--- src/rtl/upsample_pulse_shaper_pkg.sv ---
// Shared widths, RRC coefficient set and mapping/saturation helpers for the
// 64QAM upsampling pulse shaper.
package upsample_pkg;

   localparam int unsigned NUM_TAPS_DEF = 16;
   localparam int unsigned COEF_W_DEF   = 10;
   localparam int unsigned ACC_W        = 18;
   localparam int unsigned SYM_W        = 3;
   localparam int unsigned LVL_W        = 4;
   localparam int unsigned OUT_W        = 12;
   localparam int unsigned RATE_W       = 9;

   typedef logic signed [LVL_W-1:0] level_t;
   typedef logic signed [ACC_W-1:0] acc_t;
   typedef logic signed [OUT_W-1:0] sample_t;

   // Kind of sample produced on a given cycle
   typedef enum logic [1:0] {
      SLOT_IDLE,
      SLOT_SYMBOL,
      SLOT_STUFF
   } slot_e;

   // Stage-1 tag travelling alongside the delay-line shift
   typedef struct packed {
      logic              valid;
      logic [RATE_W-1:0] index;
   } tag_t;

   // Symmetric root-raised-cosine taps, peak at the centre pair
   localparam logic signed [COEF_W_DEF-1:0] H [NUM_TAPS_DEF] = '{
      -10'sd4,  -10'sd10, -10'sd8,  10'sd12,
       10'sd58,  10'sd156, 10'sd312, 10'sd511,
       10'sd511, 10'sd312, 10'sd156, 10'sd58,
       10'sd12, -10'sd8,  -10'sd10, -10'sd4
   };

   function automatic level_t gray_to_level(input logic [SYM_W-1:0] g);
      level_t lvl;
      case (g)
         3'b000:  lvl = -4'sd7;
         3'b001:  lvl = -4'sd5;
         3'b011:  lvl = -4'sd3;
         3'b010:  lvl = -4'sd1;
         3'b110:  lvl =  4'sd1;
         3'b111:  lvl =  4'sd3;
         3'b101:  lvl =  4'sd5;
         default: lvl =  4'sd7;
      endcase
      return lvl;
   endfunction

   function automatic sample_t sat12(input acc_t acc);
      sample_t res;
      if (acc > ACC_W'(2047))
         res = OUT_W'(2047);
      else if (acc < ACC_W'(-2048))
         res = OUT_W'(-2048);
      else
         res = OUT_W'(acc);
      return res;
   endfunction

endpackage

--- src/rtl/upsample_pulse_shaper_if.sv ---
// Symbol handshake and filtered-sample bus of the upsampling pulse shaper.
interface upsample_pulse_shaper_if;
   import upsample_pkg::*;

   logic             sym_valid;
   logic             sym_ready;
   logic [SYM_W-1:0] sym_i;
   logic [SYM_W-1:0] sym_q;

   sample_t           I_filter;
   sample_t           Q_filter;
   logic              valid_data;
   logic [RATE_W-1:0] sample_index;

   modport master (
      output sym_valid, sym_i, sym_q,
      input  sym_ready, I_filter, Q_filter, valid_data, sample_index
   );

   modport slave (
      input  sym_valid, sym_i, sym_q,
      output sym_ready, I_filter, Q_filter, valid_data, sample_index
   );
endinterface

--- src/rtl/upsample_pulse_shaper_fir_channel.sv ---
// One pulse-shaping FIR channel: level delay line, MAC and saturating
// output register.
module fir_channel
   import upsample_pkg::*;
#(
   parameter int unsigned NUM_TAPS = NUM_TAPS_DEF,
   parameter int unsigned COEF_W   = COEF_W_DEF,
   parameter int unsigned SHIFT    = 4
) (
   input  logic    clk,
   input  logic    rst,
   input  logic    shift_en,
   input  logic    load_en,
   input  level_t  din,
   output sample_t dout
);

   level_t dl [NUM_TAPS];
   acc_t   acc_c;

   // Taps beyond the shared set contribute nothing
   function automatic logic signed [COEF_W-1:0] coef(input int k);
      logic signed [COEF_W-1:0] c;
      c = '0;
      if (k < int'(NUM_TAPS_DEF))
         c = COEF_W'(H[k]);
      return c;
   endfunction

   always_comb begin
      acc_c = '0;
      for (int k = 0; k < int'(NUM_TAPS); k++)
         acc_c = acc_c + ACC_W'(dl[k]) * ACC_W'(coef(k));
   end

   // dl[0] holds the newest sample; the output only moves on a fresh sample
   always_ff @(posedge clk) begin
      if (!rst) begin
         for (int k = 0; k < int'(NUM_TAPS); k++)
            dl[k] <= '0;
         dout <= '0;
      end else begin
         if (shift_en) begin
            dl[0] <= din;
            for (int k = 1; k < int'(NUM_TAPS); k++)
               dl[k] <= dl[k-1];
         end
         if (load_en)
            dout <= sat12(acc_c >>> SHIFT);
      end
   end

endmodule

--- src/rtl/upsample_pulse_shaper.sv ---
// 64QAM symbol intake, runtime zero-stuffing and dual-rail RRC pulse
// shaping; one output sample per clk while symbols keep arriving.
module upsample_pulse_shaper
   import upsample_pkg::*;
#(
   parameter int unsigned NUM_TAPS = NUM_TAPS_DEF,
   parameter int unsigned COEF_W   = COEF_W_DEF,
   parameter int unsigned SHIFT    = 4
) (
   input  logic                clk,
   input  logic                rst,
   input  logic                enable,
   input  logic [RATE_W-1:0]   upsampling_rate,
   upsample_pulse_shaper_if.slave bus
);

   logic [RATE_W-1:0] phase, phase_d;
   logic [RATE_W-1:0] rate_l, rate_d;
   logic [RATE_W-1:0] rate_req_c;
   tag_t              s1, s1_d;
   slot_e             slot_c;
   logic              shift_c;
   level_t            lvl_i_c, lvl_q_c;
   logic              valid_data;
   logic [RATE_W-1:0] sample_index;

   assign bus.sym_ready = rst && enable && (phase == '0);

   // Decide this cycle's sample and advance the symbol phase
   always_comb begin
      rate_req_c = (upsampling_rate == '0) ? RATE_W'(1) : upsampling_rate;
      slot_c     = SLOT_IDLE;
      phase_d    = phase;
      rate_d     = rate_l;
      s1_d       = s1;
      s1_d.valid = 1'b0;

      if (enable) begin
         if (phase != '0)
            slot_c = SLOT_STUFF;
         else if (bus.sym_valid)
            slot_c = SLOT_SYMBOL;
      end

      case (slot_c)
         SLOT_SYMBOL: begin
            rate_d     = rate_req_c;
            phase_d    = rate_req_c - RATE_W'(1);
            s1_d.valid = 1'b1;
            s1_d.index = '0;
         end
         SLOT_STUFF: begin
            phase_d    = phase - RATE_W'(1);
            s1_d.valid = 1'b1;
            s1_d.index = rate_l - phase;
         end
         default: ;
      endcase
   end

   assign shift_c = (slot_c != SLOT_IDLE);
   assign lvl_i_c = (slot_c == SLOT_SYMBOL) ? gray_to_level(bus.sym_i) : '0;
   assign lvl_q_c = (slot_c == SLOT_SYMBOL) ? gray_to_level(bus.sym_q) : '0;

   always_ff @(posedge clk) begin
      if (!rst) begin
         phase        <= '0;
         rate_l       <= '0;
         s1           <= '0;
         valid_data   <= 1'b0;
         sample_index <= '0;
      end else begin
         phase      <= phase_d;
         rate_l     <= rate_d;
         s1         <= s1_d;
         valid_data <= s1.valid;
         if (s1.valid)
            sample_index <= s1.index;
      end
   end

   assign bus.valid_data   = valid_data;
   assign bus.sample_index = sample_index;

   fir_channel #(
      .NUM_TAPS (NUM_TAPS),
      .COEF_W   (COEF_W),
      .SHIFT    (SHIFT)
   ) u_fir_i (
      .clk      (clk),
      .rst      (rst),
      .shift_en (shift_c),
      .load_en  (s1.valid),
      .din      (lvl_i_c),
      .dout     (bus.I_filter)
   );

   fir_channel #(
      .NUM_TAPS (NUM_TAPS),
      .COEF_W   (COEF_W),
      .SHIFT    (SHIFT)
   ) u_fir_q (
      .clk      (clk),
      .rst      (rst),
      .shift_en (shift_c),
      .load_en  (s1.valid),
      .din      (lvl_q_c),
      .dout     (bus.Q_filter)
   );

endmodule

--- src/flat_wrapper.sv ---
// flat-port wrapper written by rule: the top's interface ports become plain ports
module upsample_pulse_shaper_flat import upsample_pkg::*;
#(
   parameter int unsigned NUM_TAPS = NUM_TAPS_DEF,
   parameter int unsigned COEF_W   = COEF_W_DEF,
   parameter int unsigned SHIFT    = 4
)
  (clk, rst, enable, upsampling_rate, bus_sym_valid, bus_sym_i, bus_sym_q, bus_sym_ready, bus_I_filter, bus_Q_filter, bus_valid_data, bus_sample_index);
  upsample_pulse_shaper_if bus_i ();
  input  logic clk;
  input  logic rst;
  input  logic enable;
  input  logic [RATE_W-1:0] upsampling_rate;
  input wire logic [$bits(bus_i.sym_valid)-1:0] bus_sym_valid;
  input wire logic [$bits(bus_i.sym_i)-1:0] bus_sym_i;
  input wire logic [$bits(bus_i.sym_q)-1:0] bus_sym_q;
  output wire logic [$bits(bus_i.sym_ready)-1:0] bus_sym_ready;
  output wire logic [$bits(bus_i.I_filter)-1:0] bus_I_filter;
  output wire logic [$bits(bus_i.Q_filter)-1:0] bus_Q_filter;
  output wire logic [$bits(bus_i.valid_data)-1:0] bus_valid_data;
  output wire logic [$bits(bus_i.sample_index)-1:0] bus_sample_index;
  assign bus_i.sym_valid = bus_sym_valid;
  assign bus_i.sym_i = bus_sym_i;
  assign bus_i.sym_q = bus_sym_q;
  assign bus_sym_ready = bus_i.sym_ready;
  assign bus_I_filter = bus_i.I_filter;
  assign bus_Q_filter = bus_i.Q_filter;
  assign bus_valid_data = bus_i.valid_data;
  assign bus_sample_index = bus_i.sample_index;
  upsample_pulse_shaper #(.NUM_TAPS(NUM_TAPS), .COEF_W(COEF_W), .SHIFT(SHIFT)) u_core (.clk(clk), .rst(rst), .enable(enable), .upsampling_rate(upsampling_rate), .bus(bus_i));
endmodule
--- config.mk ---
export PLATFORM = sky130hd
export DESIGN_NAME = upsample_pulse_shaper_flat
export DESIGN_NICKNAME = d
export VERILOG_FILES = /design/src/rtl/upsample_pulse_shaper_pkg.sv /design/src/rtl/upsample_pulse_shaper_if.sv /design/src/rtl/upsample_pulse_shaper_fir_channel.sv /design/src/rtl/upsample_pulse_shaper.sv /design/src/flat_wrapper.sv
export SDC_FILE = /design/constraint.sdc
export NUM_CORES = 1
export LEC_CHECK = 0
export ABC_AREA = 1
export ABC_CLOCK_PERIOD_IN_PS = 9800
export CORE_MARGIN = 2
export CORE_UTILIZATION = 45
export DETAILED_ROUTE_END_ITERATION = 6
export PLACE_DENSITY = 0.59
export SYNTH_ARGS = -nofsm -noshare
export SYNTH_HDL_FRONTEND = slang
export SYNTH_SLANG_ARGS = --single-unit
--- constraint.sdc ---
create_clock -name clk -period 9.8 [get_ports clk]
set_input_delay 2.94 -clock clk [delete_from_list [all_inputs] [get_ports clk]]
set_output_delay 2.94 -clock clk [all_outputs]
set_load 0.02 [all_outputs]
Fig. 1: congestion heat map
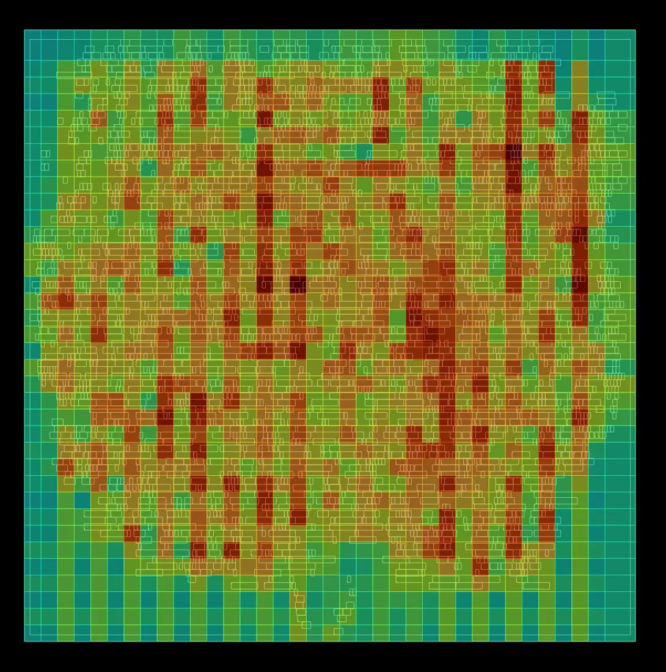
fraction of met3 tracks used by global routing: 2.60%
Util after Layout: 49.0%
wire length per cell: 16.8 um
total routing resource utilization after global routing: 22.3%

Fig. 2: clock wires, drivers and flops
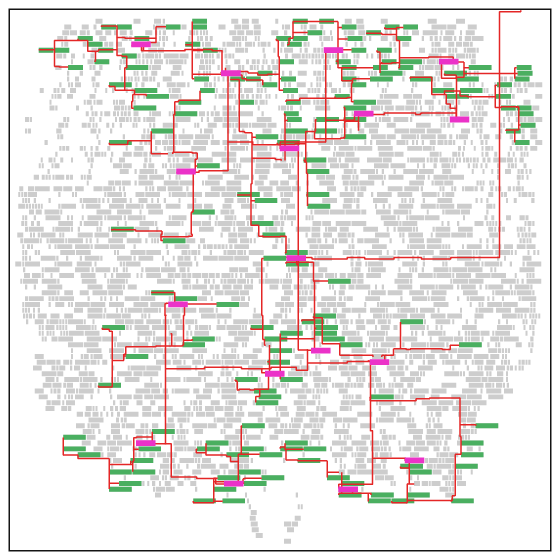
flip-flops -> green  # count 174
cells driving clock nets -> magenta  # count 17
clock wires -> red  # length 3140 um
flops lie = all over the die
clock latency of the later-clocked register in the worst-skew pair: 0.50 ns
final clock skew: 0.0149 ns

Fig. 3: PDN straps and rails
Bar = 100 um. Pins as bars on the die edge. Tap cells in gray.
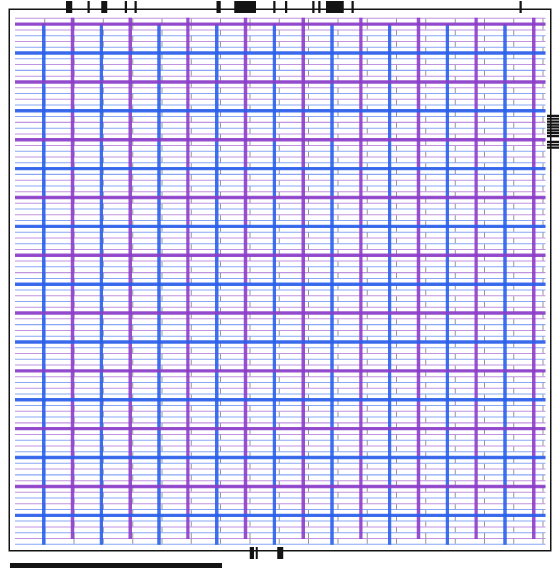
VDD -> purple
VSS -> blue
signal pins = 54
met1 rails = 92
rows = 91
met4 straps = 18
met5 straps = 18

Fig. 4: placed cells, one color a class
Bar = 100 um.
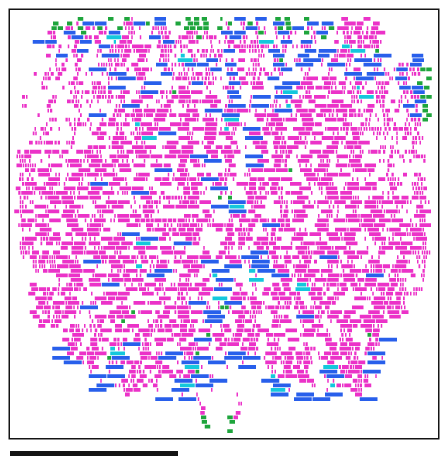
all other logic -> magenta  # cells 2819, share of their area 80%
clock drivers and dummy loads -> cyan  # cells 32, share of their area 2.0%
flip-flops -> blue  # cells 174, share of their area 16%
other buffers and delay cells -> green  # cells 70, share of their area 2.2%
Core Region: 61800 sq um
sequential share of cell area: 15.2%

==> reports/summary.log <==
INFO  detailed_routing post-route-drc-count=0
INFO  worst_setup_path worst_r2r_endpoint=u_core.u_fir_i.dout[9]$_SDFFE_PN0P_
INFO  floorplanning  chipWidth=254um
INFO  floorplanning  fp.dieArea=64600squm
INFO  timing         tns=0ns
INFO  synth          synth.area.top_cells=fa_1 33%, ha_1 19%, edfxtp_1 12%
INFO  clock_tree     clk_path_buf_depth=2
INFO  global_routing grt_max_degree=91
INFO  worst_setup_path cpMostUsedCell=inv_1
INFO  detailed_routing number_of_design_rule_violations_left_by_the_first_detailed_router_iteration=999
INFO  worst_hold_path hold_path_depth=2
INFO  worst_setup_path timing.critical_path.to_type=flop
INFO  synth          synth_stat.cells=3026
INFO  final_layout   layout_top_cells_excl_fill_tap=883 x inv_1, 467 x fa_1, 427 x ha_1
INFO  place          routabilityCongestion=0.912
INFO  worst_setup_path cpLargestDelayFamily=adder cells
INFO  detailed_routing firstDrtPassIters=6
INFO  synth          syn_area_per_cell=9.31squm
INFO  clock_tree     ctsRootBufferMaster=clkbuf_16
INFO  synth          synth.top_cells.by_count=883 x inv_1, 467 x fa_1, 427 x ha_1, 316 x nand2_1, 164 x nor2_1
INFO  timing         min_period=8.80ns
INFO  detailed_routing route.antenna.remaining_nets=0
INFO  timing         max_slew_vio_count=0
INFO  worst_setup_path critPathBufInv=10
INFO  timing         max_slew_margin=31.9%
INFO  worst_hold_path timing.hold.worst.start=u_core.s1[1]$_SDFFE_PN0P_
INFO  flow_run       drv_cap=0
INFO  synth          yosys-stat-area=28200squm
INFO  clock_tree     cts.repair.resized=0
INFO  final_layout   insertedDiodeCount=0
INFO  final_layout   nets=3995
INFO  worst_setup_path r2r.worst_path.cells=35
INFO  synth          netlist.top_cell.by_area=fa_1
INFO  worst_hold_path worstHoldPathType=flop to flop
INFO  worst_setup_path crit-reg2reg-launch=u_core.u_fir_i.dl[1][6]$_SDFFCE_PN0P_
INFO  global_routing antenna_violations_before_repair=0
INFO  synth          synth.yosys.warnings=0
INFO  synth          mappedNetlistNets=3939
INFO  timing         setup_viol_count_final=0
INFO  worst_setup_path ff2ff_setup_slack=1.0ns
INFO  final_layout   drive_above_1_share=3.00%
INFO  synth          ys_types=45
INFO  detailed_routing num_vias=18830
INFO  timing         hold_viol=0
INFO  clock_tree     cts-buffers-inserted=17
INFO  floorplanning  dieHeight=254um
INFO  clock_tree     clock_sinks=174
INFO  synth          synthMostInstantiatedCell=inv_1
INFO  synth          post_synth_inst_count=3026
INFO  synth          synth_compound_gate_area_share=5.01%
INFO  floorplanning  boundaryPins=54
INFO  clock_tree     tritoncts=done
INFO  synth          synth-async-reset-ratio=0%
INFO  final_layout   most_numerous_logic_cell_after_layout=inv_1
INFO  flow_run       log.warning_count=127
INFO  worst_setup_path cp_slowest_stage_delay=0.68ns
INFO  worst_hold_path worst_hold_path.endpoint=u_core.s1[1]$_SDFFE_PN0P_
INFO  worst_setup_path critical-path-slowest-cell=fa_1
INFO  clock_tree     clk_pin_slew_worst_paths=0.08ns
INFO  clock_tree     post_cts.repair.setup_buffers=0
INFO  timing         finalWorstSetupSlack=0.999ns
INFO  worst_setup_path worstPathMaxFanout=11
INFO  synth          ys_top_logic_family=adder cells
INFO  global_routing overflow=0
INFO  worst_setup_path timing.critical_path.from=u_core.u_fir_i.dl[1][6]$_SDFFCE_PN0P_
INFO  detailed_routing routed_wl=66100um
INFO  place          place_worst_setup_slack=0.984ns
INFO  synth          synth-edff-count=112
INFO  clock_tree     count_of_hold_buffers_inserted_by_post_cts_repair=0
INFO  synth          simple_gate_share=9.49%
INFO  worst_setup_path critical_path_arrival=9.24ns
INFO  status         run_status=finished clean
INFO  timing         worst_slew_pin_slew=1.01ns
INFO  worst_setup_path critical_path_class=flop to flop
INFO  worst_setup_path timing.critical_path.depth=35
INFO  timing         fmax=114MHz
INFO  floorplanning  fp-row-count=91
INFO  worst_setup_path start_kind=flop
INFO  worst_setup_path required_worst_endpoint=10.24ns
INFO  detailed_routing via_count_normalized_by_instance_count=4.79
INFO  timing         fin_crit_sh=89.8%
INFO  floorplanning  floorplan.core_util=45.6%
INFO  global_routing grt_pass1_vias=20679
INFO  place          post-dp-hpwl=57200um
INFO  global_routing grt_first_pass_wirelength=110000um
INFO  synth          post_synth_design_cell_area=28200squm
INFO  synth          xor_area_share=4.57%
INFO  worst_setup_path worstSetupEndpoint=u_core.u_fir_i.dout[9]$_SDFFE_PN0P_
INFO  synth          ys_ff=174
INFO  clock_tree     htreeDepth=4
INFO  timing         rsz_0062_raised_after_global_routing=no
INFO  synth          synth-main-ff-cell=edfxtp_1
INFO  place          port_buffers=53
INFO  final_layout   synthToLayoutAreaGrowth=7.56%
INFO  synth          post_synth_fa_ha_maj_area_fraction=52.2%
INFO  synth          yosys-mux-area-fraction=0%
INFO  synth          yosys.area.top_type_share=33.2%
INFO  synth          postSynthSeqShare=16.3%
-- layer usage --
| layer | routed length, um | global-route usage [%] | up-vias | part of all wire (%) |
|---|---|---|---|---|
| li1 | - | - | 9224 | - |
| met1 | 29400 | 29.0 | 9298 | 45 |
| met2 | 32600 | 38.2 | 225 | 49 |
| met3 | 1610 | 2.60 | 83 | 2.4 |
| met4 | 2410 | 8.61 | 0 | 3.7 |
| met5 | 0 | 0 | - | 0 |
-- area by class of cell --
class / count / area [sq um]
clock buffer: 20 / 468
clock inverter: 12 / 114
fill: 5783 / 31500
inverter: 889 / 3340
multi-input combinational: 1930 / 20100
sequential: 174 / 4600
tap: 837 / 1050
timing repair buffer: 70 / 653
-- flip-flops by register name, summed over array words and instances (netlist names) --
name and cells:
u_core.u_fir_i.dout 12, u_core.u_fir_q.dl 64, u_core.u_fir_i.dl 48, u_core.bus.sample_index 9
u_core.s1 10, u_core.phase 9, u_core.rate_l 9, u_core.bus.valid_data 1
u_core.u_fir_q.dout 12
-- per-stage QoR --
step	hold slack (ns)	utilization, %	instance area [sq um]	std cells
floorplan	0.446	-	28200	3026
global placement	0.457	48.1	29700	3900
CTS	0.471	49.0	30300	3932
global route	0.490	49.0	30300	3932
finish	0.467	49.0	30300	3932
detailed placement	0.459	48.1	29700	3900
-- kinds of logic (layout without fill, tap and decap cells) --
kind of cell    count (synthesis)  count (layout)
buf+inv                       922             991
flops                         174             174
xor+xnor                      146             146
compound gates                253             253
simple gates                  637             637
fa+ha+maj                     894             894
